`src/rtl/pkt_proc_ctrl_if.sv`:
```
// Stream and FIFO-side handshake bundle for pkt_proc_ctrl.
interface pkt_proc_ctrl_if #(
  parameter int CTRL_WIDTH = 8
);
  // Input word moves when in_wr & in_rdy are both high on a rising edge; in_wr
  // while in_rdy is low is not a transfer. A FIFO read happens on every edge
  // where fifo_reb is high, and out_wr mirrors it as the downstream valid.
  logic                  in_wr;
  logic [CTRL_WIDTH-1:0] in_ctrl;
  logic                  in_rdy;
  logic                  fifo_almfull;
  logic                  fifo_empty;
  logic                  fifo_reb;
  logic                  out_rdy;
  logic                  out_wr;

  modport master (
    output in_wr, in_ctrl, fifo_almfull, fifo_empty, out_rdy,
    input  in_rdy, fifo_reb, out_wr
  );

  modport slave (
    input  in_wr, in_ctrl, fifo_almfull, fifo_empty, out_rdy,
    output in_rdy, fifo_reb, out_wr
  );
endinterface

```
`src/rtl/pkt_proc_ctrl.sv`:
```
// One-packet-at-a-time sequencer: fill the SRAM FIFO, let the CPU process the
// buffered words in place, then drain exactly that packet downstream.
module pkt_proc_ctrl #(
  parameter int CTRL_WIDTH = 8,
  parameter int CNT_WIDTH  = 10,
  parameter int TO_WIDTH   = 16
) (
  input  logic                clk,
  input  logic                reset,
  pkt_proc_ctrl_if.slave      bus,
  output logic                pc_en,
  input  logic                cpu_done,
  input  logic [TO_WIDTH-1:0] timeout_cycles,
  output logic [1:0]          state,
  output logic [31:0]         pkt_count,
  output logic [15:0]         timeout_count,
  output logic [1:0]          err_flags
);

  typedef enum logic [1:0] {
    S_IDLE  = 2'd0,
    S_FILL  = 2'd1,
    S_PROC  = 2'd2,
    S_DRAIN = 2'd3
  } state_t;

  localparam logic [CTRL_WIDTH-1:0] CTRL_DATA = '0;
  localparam logic [CNT_WIDTH-1:0]  CNT_MAX   = '1;
  localparam logic [CNT_WIDTH-1:0]  CNT_ONE   = CNT_WIDTH'(1);
  localparam logic [TO_WIDTH-1:0]   TO_ONE    = TO_WIDTH'(1);

  state_t                cur, nxt;
  logic                  seen_data;
  logic [CNT_WIDTH-1:0]  word_cnt;
  logic [CNT_WIDTH-1:0]  drain_cnt;
  logic [TO_WIDTH-1:0]   timer;

  logic rdy, reb, accept, is_data, eop, full_hit, to_hit, rd_last;

  assign rdy      = ((cur == S_IDLE) || (cur == S_FILL)) && !bus.fifo_almfull;
  assign accept   = bus.in_wr && rdy;
  assign is_data  = (bus.in_ctrl == CTRL_DATA);
  // seen_data is clear in IDLE, so a packet's first word never closes it.
  assign eop      = accept && !is_data && seen_data;
  assign full_hit = (cur == S_FILL) && accept && !eop && (word_cnt == CNT_MAX - CNT_ONE);
  assign to_hit   = (timeout_cycles != '0) && (timer == timeout_cycles - TO_ONE);
  assign reb      = (cur == S_DRAIN) && bus.out_rdy && !bus.fifo_empty && (drain_cnt != '0);
  assign rd_last  = reb && (drain_cnt == CNT_ONE);

  assign bus.in_rdy   = rdy;
  assign bus.fifo_reb = reb;
  assign bus.out_wr   = reb;
  assign state        = cur;

  always_ff @(posedge clk or posedge reset) begin
    if (reset) cur <= S_IDLE;
    else       cur <= nxt;
  end

  always_comb begin
    nxt = cur;
    unique case (cur)
      S_IDLE:  if (accept)              nxt = S_FILL;
      S_FILL:  if (eop || full_hit)     nxt = S_PROC;
      S_PROC:  if (cpu_done || to_hit)  nxt = S_DRAIN;
      S_DRAIN: if (rd_last)             nxt = S_IDLE;
      default:                          nxt = S_IDLE;
    endcase
  end

  always_ff @(posedge clk or posedge reset) begin
    if (reset) begin
      pc_en         <= 1'b0;
      pkt_count     <= '0;
      timeout_count <= '0;
      err_flags     <= '0;
      seen_data     <= 1'b0;
      word_cnt      <= '0;
      drain_cnt     <= '0;
      timer         <= '0;
    end else begin
      pc_en <= (nxt == S_PROC);
      if (bus.in_wr && !rdy) err_flags[0] <= 1'b1;
      if (full_hit)          err_flags[1] <= 1'b1;

      unique case (cur)
        S_IDLE: begin
          if (accept) begin
            word_cnt  <= CNT_ONE;
            seen_data <= is_data;
          end
        end
        S_FILL: begin
          // Held at zero so the first PROC cycle sees timer == 0.
          timer <= '0;
          if (accept) begin
            word_cnt <= word_cnt + CNT_ONE;
            if (is_data) seen_data <= 1'b1;
          end
        end
        S_PROC: begin
          timer <= timer + TO_ONE;
          if (nxt == S_DRAIN) drain_cnt <= word_cnt;
          if (to_hit && !cpu_done) timeout_count <= timeout_count + 16'd1;
        end
        S_DRAIN: begin
          if (reb) drain_cnt <= drain_cnt - CNT_ONE;
          if (rd_last) begin
            pkt_count <= pkt_count + 32'd1;
            seen_data <= 1'b0;
          end
        end
        default: ;
      endcase
    end
  end

endmodule
```
`src/flat_wrapper.sv`:
```
// flat-port wrapper written by rule: the top's interface ports become plain ports
module pkt_proc_ctrl_flat 
#(
  parameter int CTRL_WIDTH = 8,
  parameter int CNT_WIDTH  = 10,
  parameter int TO_WIDTH   = 16
)
  (clk, reset, pc_en, cpu_done, timeout_cycles, state, pkt_count, timeout_count, err_flags, bus_in_wr, bus_in_ctrl, bus_fifo_almfull, bus_fifo_empty, bus_out_rdy, bus_in_rdy, bus_fifo_reb, bus_out_wr);
  pkt_proc_ctrl_if #(.CTRL_WIDTH(CTRL_WIDTH)) bus_i ();
  input  logic clk;
  input  logic reset;
  output logic pc_en;
  input  logic cpu_done;
  input  logic [TO_WIDTH-1:0] timeout_cycles;
  output logic [1:0] state;
  output logic [31:0] pkt_count;
  output logic [15:0] timeout_count;
  output logic [1:0] err_flags;
  input wire logic [$bits(bus_i.in_wr)-1:0] bus_in_wr;
  input wire logic [$bits(bus_i.in_ctrl)-1:0] bus_in_ctrl;
  input wire logic [$bits(bus_i.fifo_almfull)-1:0] bus_fifo_almfull;
  input wire logic [$bits(bus_i.fifo_empty)-1:0] bus_fifo_empty;
  input wire logic [$bits(bus_i.out_rdy)-1:0] bus_out_rdy;
  output wire logic [$bits(bus_i.in_rdy)-1:0] bus_in_rdy;
  output wire logic [$bits(bus_i.fifo_reb)-1:0] bus_fifo_reb;
  output wire logic [$bits(bus_i.out_wr)-1:0] bus_out_wr;
  assign bus_i.in_wr = bus_in_wr;
  assign bus_i.in_ctrl = bus_in_ctrl;
  assign bus_i.fifo_almfull = bus_fifo_almfull;
  assign bus_i.fifo_empty = bus_fifo_empty;
  assign bus_i.out_rdy = bus_out_rdy;
  assign bus_in_rdy = bus_i.in_rdy;
  assign bus_fifo_reb = bus_i.fifo_reb;
  assign bus_out_wr = bus_i.out_wr;
  pkt_proc_ctrl #(.CTRL_WIDTH(CTRL_WIDTH), .CNT_WIDTH(CNT_WIDTH), .TO_WIDTH(TO_WIDTH)) u_core (.clk(clk), .reset(reset), .bus(bus_i), .pc_en(pc_en), .cpu_done(cpu_done), .timeout_cycles(timeout_cycles), .state(state), .pkt_count(pkt_count), .timeout_count(timeout_count), .err_flags(err_flags));
endmodule
```
`config.mk`:
```
export PLATFORM = sky130hd
export DESIGN_NAME = pkt_proc_ctrl_flat
export DESIGN_NICKNAME = d
export VERILOG_FILES = /design/src/rtl/pkt_proc_ctrl_if.sv /design/src/rtl/pkt_proc_ctrl.sv /design/src/flat_wrapper.sv
export SDC_FILE = /design/constraint.sdc
export NUM_CORES = 1
export LEC_CHECK = 0
export ABC_AREA = 1
export CAP_MARGIN = 20
export CORE_AREA = 2 2 112 114
export CTS_CLUSTER_SIZE = 30
export DETAILED_ROUTE_END_ITERATION = 8
export DIE_AREA = 0 0 114 116
export PLACE_DENSITY = 0.73
export SYNTH_ARGS = -nofsm -noshare
export SYNTH_HDL_FRONTEND = slang
export SYNTH_SLANG_ARGS = --single-unit
```
`constraint.sdc`:
```
create_clock -name clk -period 4.5 [get_ports clk]
set_input_delay 0.9 -clock clk [delete_from_list [all_inputs] [get_ports clk]]
set_output_delay 0.9 -clock clk [all_outputs]
set_load 0.01 [all_outputs]
```
Figure 1. Close-up of the layout (run 1).
Region (76, 77) to (96, 97) um. Cells in gray, sequential cells in the stronger gray; small squares are vias.
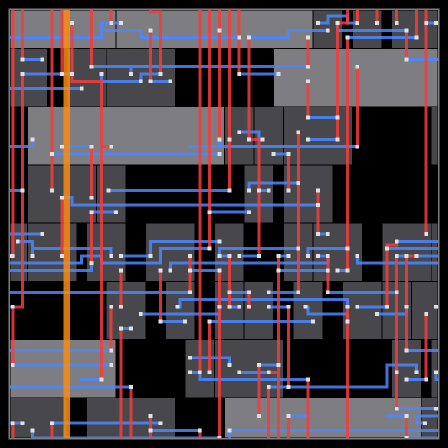
Orange stands for metal 4. Red stands for metal 2. Blue stands for metal 1.
Netlist names of flops here include `u_core.pkt_count` (6). Most frequent: nor2_1 (7), dfrtp_1 (6). Sequential cells in the window: 6. 39 logic cells have their middle in the window.

Figure 2. The metal 2 layer (run 1).
(3 px per um) Cells faint in the background.
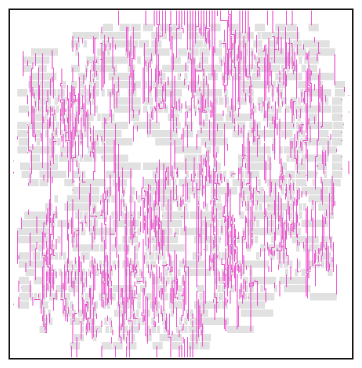
719 nets have wire on it. The longest straight run is 38.1 um. The layer holds 48% of the routed length. The wires run mostly vertical. The layer carries 6,250 um of wire.

==> run summary, run 1 <==
Notes on the physical implementation.

- The multiplexer share of the synthesized area is 0.382%, for reference.
- The predominant post-synthesis flop cell is sky130_fd_sc_hd__dfrtp_1, for reference.
- After routing the design area is around 0.007 sq mm.
- The highest layer used for signal routing is met4, for reference.
- The source of the worst hold timing path is u_core.err_flags[0]$_DFFE_PP0P_, for reference.
- The detailed-router iteration count before antenna repair is 5, for reference.
- The data required time at the worst endpoint is 3.60 ns, for reference.
- The largest register by flop count is u_core.pkt_count.
- The post-route worst setup slack is ~1.2 ns, for reference.
- The detailed-routed wire length on met3 is between 400 and 500 um, for reference.
- The chip footprint is roughly 0.013 sq mm, for reference.
- Cells with a size suffix above 1 make up between 8 and 9% of the layout.
- Dividing the synthesized area by the synthesized cell count gives between 7 and 8 sq um.
- The number of maximum-capacitance violations recorded for the run is 0.
- The kind of cell adding the most delay to the critical path is buffers and inverters, for reference.
- The maximum clock path buffer count is 2, for reference.
- Detailed routing inserted a total of roughly 5,200 vias.
- The largest registers in the layout are u_core.pkt_count x32, u_core.timeout_count x16, u_core.timer x16.
- Combinational cells account for approximately a third of the total power.
- The power attributed to the clock group is 804 uW, for reference.
- The die extent in x is about 110 um, for reference.
- The estimated wirelength of the detail-placed design is 10,100 um, for reference.
- On met3, the global router reports a usage of 3.35%.
- The number of warnings printed during yosys synthesis is 0, for reference.
- After global routing, the most crowded layer is met2.
- Looking at the critical path, the highest net fanout was 7.
- The group with the largest share of power is sequential cells, for reference.
- met1 track demand over resource after global routing is about a quarter.
- Ranked by total cell area, the synthesized netlist is headed by sky130_fd_sc_hd__dfrtp_1, sky130_fd_sc_hd__nand2_1, sky130_fd_sc_hd__inv_1.
- The layout report lists the multi-input gate area as 0.00316 sq mm.
- The layout has approximately 1,100 filler cells.
- The proportion of synthesized chip area in sequential cells is 38.2%, for reference.
- The final count of pins violating max slew is 0, for reference.
- The diode insertion count for antenna repair is 0, for reference.
- The total power divided by cell area is roughly 370 mW/mm^2, for reference.
- Looking at area per cell type in the netlist, the leader is sky130_fd_sc_hd__dfrtp_1.
- The wire length of the first global-routing pass is between 20,000 and 25,000 um, for reference.
- The final total negative setup slack is 0 ns, for reference.
- In the CTS report, the clock slew at the register clock pins of the worst setup and hold paths is listed as 0.06 ns.
- The total congestion overflow is 0, for reference.
- The number of antenna violations at the first check in global routing is 0, for reference.
- The shortest clock period the worst path allows after layout is around 3.3 ns, for reference.
- For this block, wires on met1 add up to about 6100 um.
- The post-synthesis chip area from yosys is between 0.005 and 0.006 sq mm, for reference.
- Once the clock tree was built, the resizer swapped 0 gates to a different size.
- The detailed router reports a met2 wire length of around 6200 um.
- During placement, the flow inserted port buffers numbering 86.
- The worst setup path is captured at an output port.
- The cell class ranked first by area is combinational gates, for reference.
- For this configuration, the core starts out at a cell density of ~49%.
- Post-route period utilization is reported as between 70% and 80%.
- The type recorded for the worst min-delay path is register to register.
- Per the synth stats, the proportion of register bits with asynchronous set or reset is 100%.
- RePlAce ended its routability-driven mode at a weighted congestion of between 0.8 and 0.9.
- Routing resource usage on met2 recorded by global route was roughly a third.
- In this run, the clock network consumes slightly above 30% of the power.
- The kind of critical path is primary input to output port, for reference.
- The static power due to leakage is 0.00338 uW, for reference.
- After synthesis, the largest area contributor takes up a little under two fifths of total cell area.
- The adder-cell area share of the yosys netlist is around 2.5%, for reference.
- The routed design shows a wire length per standard cell of around 13 um.
- The worst voltage drop across the vdd grid is 0.000286 V, for reference.
- The synthesis run identifies the leading combinational cell family as simple AND/OR/NAND/NOR gates.
- The flow ran to the end, and the final reports show no timing, DRC or antenna violations.
- The top-level I/O count is between 80 and 90, for reference.
- The via count normalized by instance count is ~5.0, for reference.
- The post-synthesis cell count from yosys is ~800, for reference.
- The cell count of the worst reg-to-reg path is 17, for reference.
- The core area is 0.0119 sq mm, for reference.
- Internal power comes to between 1500 and 2000 uW.
- When the netlist entered floorplanning its net count stood at between 800 and 900.
- The worst setup path endpoint is bus_fifo_reb, for reference.
- The number of non-clock buffers in the layout is 88, for reference.
- After detailed placement, the total cell area comes to around 0.0069 sq mm.
- The maximum achievable frequency is about 300 MHz, for reference.
- The endpoint of the lowest-slack register-to-register path is u_core.drain_cnt[6]$_DFFE_PP0P_, for reference.
- According to the timing report, the critical path is launched from bus_out_rdy.
- The total detailed-routing wirelength is between 10,000 and 15,000 um, for reference.
- The count of distinct cell types in the synthesized netlist is around 43, for reference.
- Per the cell usage report, the commonest logic cells after layout are sky130_fd_sc_hd__nand2_1, sky130_fd_sc_hd__inv_1, sky130_fd_sc_hd__dfrtp_1.
- The setup slack of the most critical reg-to-reg path is 1.54 ns, for reference.
- OpenSTA, run right after detailed placement, puts the worst setup slack at 0.832 ns.
- For reference, the placement row count at floorplan is roughly 40.
- The synthesized netlist occupies a cell area of 0.00589 sq mm.
- In the final layout, flip-flops and latches occupy around 0.0023 sq mm.
- The buffer-and-inverter tally for the worst setup path is 2, for reference.
- After the first detailed-routing iteration, the DRC count stood at between 200 and 300.
- The height of the die is 116 um, for reference.
- The proportion of final cell area spent on non-clock buffers is around 12%, for reference.
- The utilization after layout is around three fifths, for reference.
- Net switching is 36.0% of the power.
- CTS built an H-tree with a depth of 3.
- The number of enable-type register cells in the synthesized netlist is 0, for reference.
- The multi-input gate share of total cell area is between 40% and 50%, for reference.
- The endpoint arrival time on the critical path is 2.42 ns, for reference.
- In the global route stage, overall resource usage came out at between 20% and 30%.
- The maximum number of pins on one net before global-route repair is 39, for reference.
- The number of flip-flops under the largest register name is 32, for reference.
- In this run the tools logged warnings totalling 31.
- The cell sequence reported for the critical path is clkdlybuf4s50_1 > nand2_1 > nor2_1 > a21boi_4 > clkdlybuf4s50_1.
- The flip-flop and latch count after synthesis is 90, for reference.
- Per the layout report, the design carries around 110 non-clock inverters.
- The clock tree root driver cell is sky130_fd_sc_hd__clkbuf_16, for reference.
- The most numerous cell in the Yosys netlist is sky130_fd_sc_hd__nand2_1, for reference.
- The area fraction in and, or, nand and nor cells is 34.4%, for reference.
- Per the detail_route report, DRC violations left total 0.
- Setup repair after global routing left no endpoint under its margin.
- The number of standard cells in the layout, taps in and fillers out is between 1,000 and 1,500, for reference.
- Per the run report, area growth between synthesis and finish was 22.4%.
- In this run, power in combinational logic comes to roughly 860 uW.
- The worst hold margin is about 0.49 ns, for reference.
- The number of well taps is around 150, for reference.
- The layout contains a multi-input combinational cell count of 583.
- The final-report hold violation count is 0, for reference.
- The critical path depth is 5, for reference.
- The report puts the hold buffer count at CTS at 0.
- The flow reports power dissipated in sequential cells as slightly below 1000 uW.
- The net count reported at finish is around 930, for reference.
- The critical path's slowest stage uses the library cell sky130_fd_sc_hd__clkdlybuf4s50_1.
- Power comes to between 2000 and 3000 uW.
- The worst setup path is launched from a primary input.
- For the pin with the worst max-slew slack, the measured transition is roughly 0.74 ns.
- The sequential share of cell area is between 30% and 40%, for reference.
- The XOR/XNOR share of the synthesized area is 8.92%, for reference.
- The number of setup violations in the final report is 0, for reference.
- The commonest cells after synthesis are sky130_fd_sc_hd__nand2_1, sky130_fd_sc_hd__inv_1, sky130_fd_sc_hd__dfrtp_1.
- The detailed placer reported the number of placed instances as 1,020.
- The switching power total is roughly 950 uW, for reference.
- The layout has 10 clock buffers.
- TritonCTS built the clock tree.
- The startpoint of the lowest-slack register-to-register path is u_core.state[1]$_DFF_PP0_, for reference.
- The relative contribution of sequential cells to total power is approximately 37%, for reference.
- The via count of the first global-routing pass was approximately 4,800.
Figure 3. Clock routing (run 1).
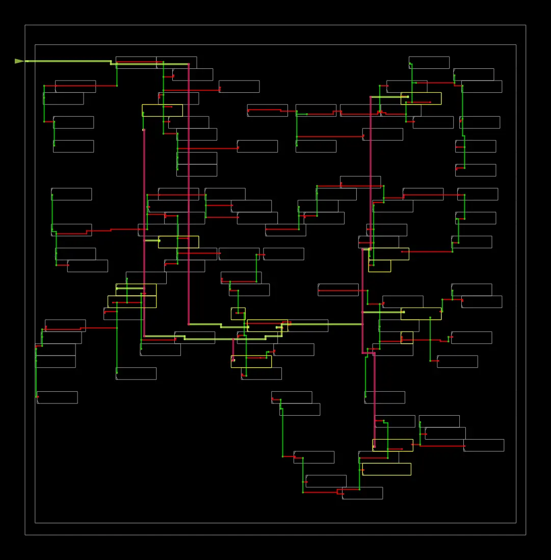
clock latency reported for the late side of the worst-skew pair: 0.35 ns
clk sink count: 90
CTS Buf Count: 9
worst clock skew on the final layout: 0.00812 ns
flip-flops: 90

Figure 4. I/O nets highlighted (run 1).
(3 px per um)
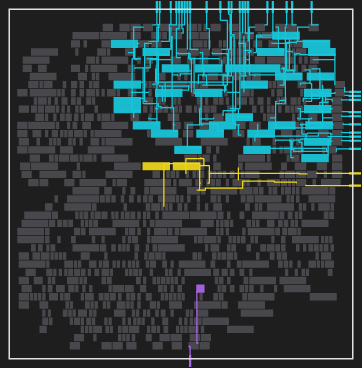

==> inputs of run 2 (changes only) <==
Settings changed: PLACE_DENSITY 0.73 to 0.76.
Clock period 4.5 ns to 2.9 ns, I/O delays scaled along.
Figure 5. I/O nets highlighted (run 2).
(3 px per um)
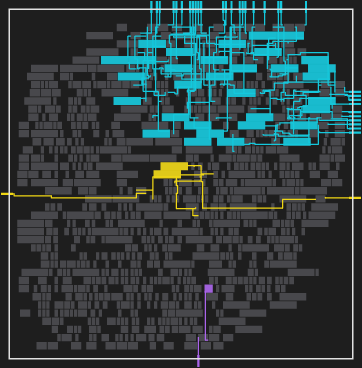
Yellow stands for `state`, direction output, end cells 2, buffers 2, wire 183 um. Purple stands for `bus_fifo_almfull`, direction input, end cells 1, buffers 1, wire 23.9 um. Cyan stands for `pkt_count`, direction output, end cells 32, buffers 32, wire 1,370 um.

Figure 6. The metal 2 layer (run 2).
(3 px per um) Cells faint in the background.
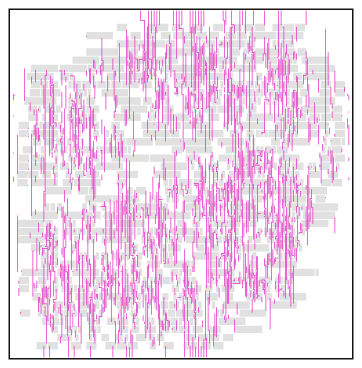
The wires run mostly vertical. The layer carries 6,440 um of wire. The layer holds 48% of the routed length. 746 nets have wire on it.
met2 track demand over resource: 37.0%
DR vias: 5,351

==> run summary, run 2 <==
Notes on the physical implementation.

- The group with the largest share of power is sequential cells, for reference.
- The met2 routed wirelength came to 6440 um (+3.0%).
- The placed instance area is 0.00710 sq mm (+2.9%), for reference.
- Setup repair after global routing left no endpoint under its margin.
- The relative contribution of sequential cells to total power is 36.8% (-0.2 points), for reference.
- The worst-case clock skew is 0.00693 ns (-0.00119 ns), for reference.
- The floorplan core density came to 49.5% (unchanged).
- The detailed-route DRC error count was 0 (unchanged).
- The total placed cells including tap cells came to 1,043 (+2.3%).
- The combinational cell area excluding buffers and inverters is 0.00319 sq mm (+0.79%), for reference.
- The number of non-clock buffers in the layout is 111 (+26%), for reference.
- The worst setup path is captured at an output port.
- The endpoint of the lowest-slack register-to-register path is u_core.drain_cnt[7]$_DFFE_PP0P_, for reference.
- The number of flip-flops and latches is 90 (unchanged), for reference.
- The kind of start point of the critical path is a register, for reference.
- The setup slack of the most critical reg-to-reg path is 0.36 ns (-1.18 ns), for reference.
- The critical path depth came to 5 (unchanged).
- The commonest cells after synthesis are sky130_fd_sc_hd__nand2_1, sky130_fd_sc_hd__inv_1, sky130_fd_sc_hd__dfrtp_1.
- The per-instance average area after synthesis is 7.40 sq um (unchanged), for reference.
- The number of warnings the tools reported is 31 (unchanged), for reference.
- The proportion of final cell area spent on non-clock buffers is 14.5% (+2.4 points), for reference.
- The async set or reset register ratio after synthesis is 100% (unchanged).
- The post-route worst setup slack was 0.125 ns (-1.05 ns).
- The met3 demand-to-capacity share in global routing is 6.33% (+3.0 points), for reference.
- The TritonCTS buffer count came to 9 (unchanged).
- The total track usage came to 21.5% (+0.82 points).
- The wire length of the first global-routing pass is 22,800 um (+3.3%).
- The area growth from synthesis to layout is 26.0%, for reference.
- The number of setup violations in the final report is 0 (unchanged).
- The sequential standard cell area was 0.00225 sq mm (unchanged).
- The proportion of synthesized chip area in sequential cells is 38.2% (unchanged), for reference.
- The run finished with clean final reports.
- The multiplexer share of the synthesized area is 0.382% (unchanged).
- The signal on the critical path passes through ha_1 > nand2_1 > nor2_1 > a21boi_4 > clkdlybuf4s50_1.
- The utilization after layout was 62.3% (+1.8 points).
- The number of buffers inserted by port buffering was 86 (unchanged).
- The clock tree root driver cell is sky130_fd_sc_hd__clkbuf_16, for reference.
- By area, combinational gates come first.
- The post-synthesis chip area from yosys came to 0.00589 sq mm (unchanged).
- The most common logic cells in the final layout are sky130_fd_sc_hd__nand2_1, sky130_fd_sc_hd__inv_1, sky130_fd_sc_hd__dfrtp_1.
- The kind of critical path is register to output port, for reference.
- The adder-cell area share of the yosys netlist is 2.55% (unchanged), for reference.
- The wire length on met1 is 6250 um (+1.9%).
- The via count of the first global-routing pass came to 5,068 (+5.6%).
- The maximum level of the CTS H-tree is 3 (unchanged), for reference.
- The total power divided by cell area is 555 mW/mm^2 (+52%), for reference.
- The cell area after synthesis is 0.00589 sq mm (unchanged), for reference.
- The number of standard cells in the layout, taps in and fillers out is 1,059 (+2.4%).
- The final-report hold violation count is 0 (unchanged), for reference.
- The critical path ends at bus_out_wr.
- Looking at area per cell type in the netlist, the leader is sky130_fd_sc_hd__dfrtp_1.
- The predominant post-synthesis flop cell is sky130_fd_sc_hd__dfrtp_1, for reference.
- After detailed routing, no signal wire sits above met4.
- The power of the sequential group is 1520 uW (+56%).
- The CTS tree is done, for reference.
- The area share of the largest cell type after synthesis is 38.2% (unchanged), for reference.
- The clock input transition at the sequential cells of the worst setup and hold paths came to 0.06 ns (about the same).
- The final total power came to 4120 uW (+57%).
- The core area is 0.0119 sq mm (unchanged), for reference.
- The fraction of power spent switching nets is 36.2% (+0.12 points), for reference.
- The number of well taps is 147 (unchanged).
- For this design, the slowest cell found on the critical path is sky130_fd_sc_hd__clkdlybuf4s50_1.
- The source of the worst hold timing path is u_core.err_flags[1]$_DFFE_PP0P_, for reference.
- The actual slew at the worst max-slew pin is 0.486 ns (-0.254 ns), for reference.
- The floorplan net count is 839 (unchanged).
- The weighted congestion at the end of routability-driven global placement is 0.907 (+1.6%), for reference.
- The count of distinct cell types in the synthesized netlist came to 43 (unchanged).
- The flip-flop and latch count after synthesis is 90 (unchanged), for reference.
- The final clock period utilization by the worst path is a little over nine tenths, for reference.
- The number of core rows came to 40 (unchanged).
- The die extent in x was 114 um (unchanged).
- The static power due to leakage came to 0.00351 uW (+3.8%).
No activity file was given, so power comes from the tool's default toggle rates.
